[config.mk]
export PLATFORM = sky130hd
export DESIGN_NAME = matrix_bram_writer
export DESIGN_NICKNAME = d
export VERILOG_FILES = /design/src/rtl/matrix_bram_writer.sv
export SDC_FILE = /design/constraint.sdc
export NUM_CORES = 1
export LEC_CHECK = 0
export CORE_AREA = 2 2 149 151
export DETAILED_ROUTE_END_ITERATION = 8
export DIE_AREA = 0 0 151 153
export PLACE_DENSITY = 0.74
export SLEW_MARGIN = 20
export SYNTH_ARGS = -nofsm -noshare
export SYNTH_HDL_FRONTEND = slang
export SYNTH_SLANG_ARGS = --single-unit
[constraint.sdc]
create_clock -name clk -period 2.5 [get_ports clk]
set_input_delay 0.625 -clock clk [delete_from_list [all_inputs] [get_ports clk]]
set_output_delay 0.625 -clock clk [all_outputs]
set_load 0.005 [all_outputs]
[src/rtl/matrix_bram_writer.sv]
`default_nettype none
// +--------------------------------------------------------------------------+
// | matrix_bram_writer: header + element writer into per-id BRAM matrix slots |
// | Optional: MATRIX_WRITER_TIMEOUT_EN aborts a stalled element stream.       |
// | Revision: 1.0                                                             |
// +--------------------------------------------------------------------------+
module matrix_bram_writer #(
  parameter int BLOCK_SIZE  = 1152,
  parameter int DATA_WIDTH  = 32,
  parameter int ADDR_WIDTH  = 14,
  parameter int TIMEOUT_CYC = 4096
) (
  input  logic                  clk,
  input  logic                  rst_n,
  input  logic                  write_request,
  output logic                  write_ready,
  input  logic [2:0]            write_matrix_id,
  input  logic [7:0]            write_rows,
  input  logic [7:0]            write_cols,
  input  logic [7:0][7:0]       write_name,
  input  logic [DATA_WIDTH-1:0] write_data,
  input  logic                  write_data_valid,
  output logic                  writer_ready,
  output logic                  write_done,
  output logic                  write_error,
  output logic                  bram_wr_en,
  output logic [ADDR_WIDTH-1:0] bram_wr_addr,
  output logic [DATA_WIDTH-1:0] bram_wr_data
);

  localparam logic [2:0] S_IDLE      = 3'd0;
  localparam logic [2:0] S_HDR0      = 3'd1;
  localparam logic [2:0] S_HDR1      = 3'd2;
  localparam logic [2:0] S_NAME_TAIL = 3'd3;
  localparam logic [2:0] S_WR_DATA   = 3'd4;
  localparam logic [2:0] S_DONE      = 3'd5;
  localparam logic [2:0] S_ERR       = 3'd6;

  localparam logic [15:0]           MAX_ELEMS = 16'(BLOCK_SIZE - 3);
  localparam logic [ADDR_WIDTH-1:0] BLK       = ADDR_WIDTH'(BLOCK_SIZE);

  logic [2:0]            state;
  logic [2:0]            state_nxt;
  logic [7:0]            rows_q;
  logic [7:0]            cols_q;
  logic [7:0][7:0]       name_q;
  logic [15:0]           n_q;
  logic [15:0]           cnt;
  logic [ADDR_WIDTH-1:0] base_q;

  logic [15:0] n_req;
  logic        dims_ok;
  logic        accept;
  logic        take_elem;
  logic        last_elem;
  logic        timed_out;

  // Element count is a 16-bit product so 255x255 is caught as oversize, not wrapped.
  assign n_req     = 16'(write_rows) * 16'(write_cols);
  assign dims_ok   = (write_rows != 8'd0) && (write_cols != 8'd0) && (n_req <= MAX_ELEMS);
  assign accept    = (state == S_IDLE) && write_request;
  assign take_elem = (state == S_WR_DATA) && write_data_valid;
  assign last_elem = take_elem && (cnt == n_q - 16'd1);

`ifdef MATRIX_WRITER_TIMEOUT_EN
  localparam int IDLE_W = $clog2(TIMEOUT_CYC + 1);
  logic [IDLE_W-1:0] idle_cnt;

  always_ff @(posedge clk or negedge rst_n) begin
    if (!rst_n) begin
      idle_cnt <= '0;
    end else if ((state != S_WR_DATA) || take_elem) begin
      idle_cnt <= '0;
    end else begin
      idle_cnt <= idle_cnt + IDLE_W'(1);
    end
  end

  assign timed_out = (state == S_WR_DATA) && !take_elem &&
                     (idle_cnt == IDLE_W'(TIMEOUT_CYC - 1));
`else
  assign timed_out = 1'b0;
`endif

  always_ff @(posedge clk or negedge rst_n) begin
    if (!rst_n) begin
      state <= S_IDLE;
    end else begin
      state <= state_nxt;
    end
  end

  always_comb begin
    state_nxt = state;
    case (state)
      S_IDLE:      if (write_request) state_nxt = dims_ok ? S_HDR0 : S_ERR;
      S_HDR0:      state_nxt = S_HDR1;
      S_HDR1:      state_nxt = S_NAME_TAIL;
      S_NAME_TAIL: state_nxt = S_WR_DATA;
      S_WR_DATA: begin
        if (last_elem) begin
          state_nxt = S_DONE;
        end else if (timed_out) begin
          state_nxt = S_ERR;
        end
      end
      S_DONE:      state_nxt = S_IDLE;
      S_ERR:       state_nxt = S_IDLE;
      default:     state_nxt = S_IDLE;
    endcase
  end

  always_comb begin
    write_ready  = 1'b0;
    writer_ready = 1'b0;
    write_done   = 1'b0;
    write_error  = 1'b0;
    case (state)
      S_IDLE:    write_ready  = 1'b1;
      S_WR_DATA: writer_ready = 1'b1;
      S_DONE:    write_done   = 1'b1;
      S_ERR:     write_error  = 1'b1;
      default:   ;
    endcase
  end

  // Request fields are captured only on acceptance; the producer may change them afterwards.
  always_ff @(posedge clk or negedge rst_n) begin
    if (!rst_n) begin
      rows_q <= '0;
      cols_q <= '0;
      name_q <= '0;
      n_q    <= '0;
      base_q <= '0;
    end else if (accept) begin
      rows_q <= write_rows;
      cols_q <= write_cols;
      name_q <= write_name;
      n_q    <= n_req;
      base_q <= ADDR_WIDTH'(write_matrix_id) * BLK;
    end
  end

  always_ff @(posedge clk or negedge rst_n) begin
    if (!rst_n) begin
      cnt <= '0;
    end else if (accept) begin
      cnt <= '0;
    end else if (take_elem) begin
      cnt <= cnt + 16'd1;
    end
  end

  always_ff @(posedge clk or negedge rst_n) begin
    if (!rst_n) begin
      bram_wr_en   <= 1'b0;
      bram_wr_addr <= '0;
      bram_wr_data <= '0;
    end else begin
      bram_wr_en <= 1'b0;
      case (state)
        S_HDR0: begin
          bram_wr_en   <= 1'b1;
          bram_wr_addr <= base_q;
          bram_wr_data <= DATA_WIDTH'({rows_q, cols_q, 16'd0});
        end
        S_HDR1: begin
          bram_wr_en   <= 1'b1;
          bram_wr_addr <= base_q + ADDR_WIDTH'(1);
          bram_wr_data <= DATA_WIDTH'({name_q[0], name_q[1], name_q[2], name_q[3]});
        end
        S_NAME_TAIL: begin
          bram_wr_en   <= 1'b1;
          bram_wr_addr <= base_q + BLK - ADDR_WIDTH'(1);
          bram_wr_data <= DATA_WIDTH'({name_q[4], name_q[5], name_q[6], name_q[7]});
        end
        S_WR_DATA: begin
          if (take_elem) begin
            bram_wr_en   <= 1'b1;
            bram_wr_addr <= base_q + ADDR_WIDTH'(2) + ADDR_WIDTH'(cnt);
            bram_wr_data <= write_data;
          end
        end
        default: ;
      endcase
    end
  end

endmodule
`default_nettype wire
==> flow_summary_export.csv <==
group,metric,value,unit
yosys,synth-area-yosys,0.01060,mm2
yosys,yosysMostFrequentCell,"nand2_1",
routing,wl_met2,15.60,mm
final_timing,finalMaxSlewViolations,0,
outcome,outcome,"finished with violations",
layout,layout_top_cells,"nand2_1, dfrtp_1, clkdlybuf4s50_1, buf_4, nor2_1",
final_timing,setup_viol,18,
floorplanning,fp.dieW,151,um
layout,layout.nets,1694,
yosys,async_flop_share,100.0,%
power_and_ir_drop,power_switching,7.463,mW
final_timing,post-route-period-util,176.9,%
outcome,violations,"setup timing",
final_timing,setup_ws,-1.923,ns
layout,drive_gt1_share,20.25,%
worst_setup_path,worstPathRequired,2.79,ns
floorplanning,die_y,153,um
routing,drt-met1-wl,12.89,mm
routing,wl,30.85,mm
yosys,synth_flops,165,
yosys,synth_warnings,0,
final_timing,slew_headroom,57.73,%
power_and_ir_drop,sequentialPower,4.69,mW
worst_setup_path,slowest_delay,0.51,ns
layout,regMostFlops,"name_q",
[final timing paths]
check                      cells after the start          to           from  slack, ns
min                                            1      cnt[4]          rst_n       0.13
max                                           17    state[2]  write_cols[2]      -1.92
max in group asynchronous                      2  name_q[32]          rst_n       1.64
min in group clk                               3   rows_q[3]  write_rows[3]       0.42
max reg2reg                                    7    state[0]         n_q[3]       0.05
min reg2reg                                    2  name_q[15]     name_q[15]       0.48
[final cells by class]
type | instances | area [um2]
Clock buffer | 17 | 425.4
Clock inverter | 15 | 190.2
Fill cell | 1684 | 6669
Inverter | 63 | 239.0
Multi-Input combinational cell | 939 | 6583
Sequential cell | 165 | 4131
Tap cell | 280 | 350.3
Timing Repair Buffer | 307 | 2898
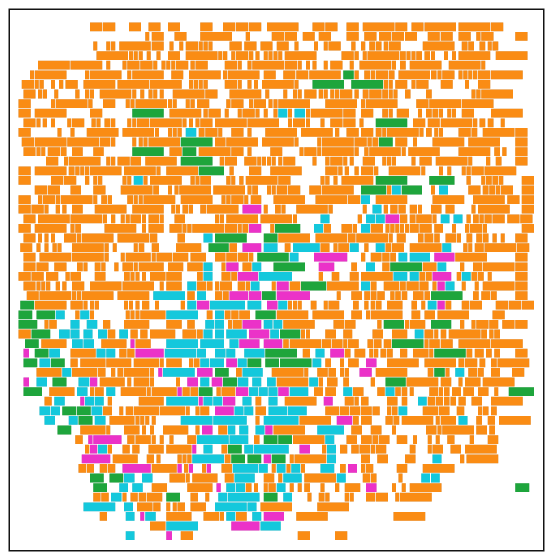
(cell sizes after repair)
size	colour	cells	share
drive 6 and up	green	68	4.5%
drive 2	magenta	64	4.2%
drive 1 or less	orange	1201	80%
drive 3 to 4	cyan	173	11%
final instance area: 0.01482 mm2
setup ws final: -1.923 ns
Buffers excl. clock: 307
P&R area growth vs syn: 39.76%

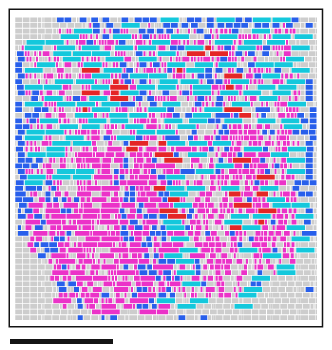
(placement by cell class)
Scale bar: 50 um. Fill, decap, tap and diode cells in grey.
class	colour	cells	share of their area
other buffers and delay cells	blue	307	20%
clock drivers and dummy loads	red	32	4.3%
flops	cyan	165	29%
all other logic	magenta	1002	47%

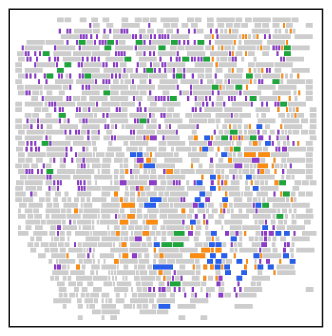
(selected gate families)
family	colour	cells	most used
XOR/XNOR gates	blue	46	xnor2_1
NOR gates	orange	114	nor2_1
multiplexers	green	43	mux2i_1
NAND gates	purple	374	nand2_1
fin cells: 1786
Comb/total area: 44.43%
most used logic cell in the final layout: nand2_1

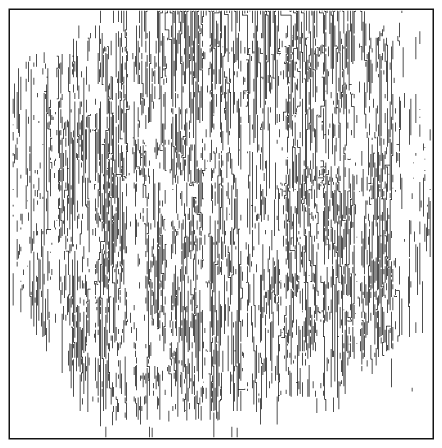
(signal wires on met2)
wire length on this layer	15600 um
nets with wire on the layer	1441
longest straight run	65.6 um

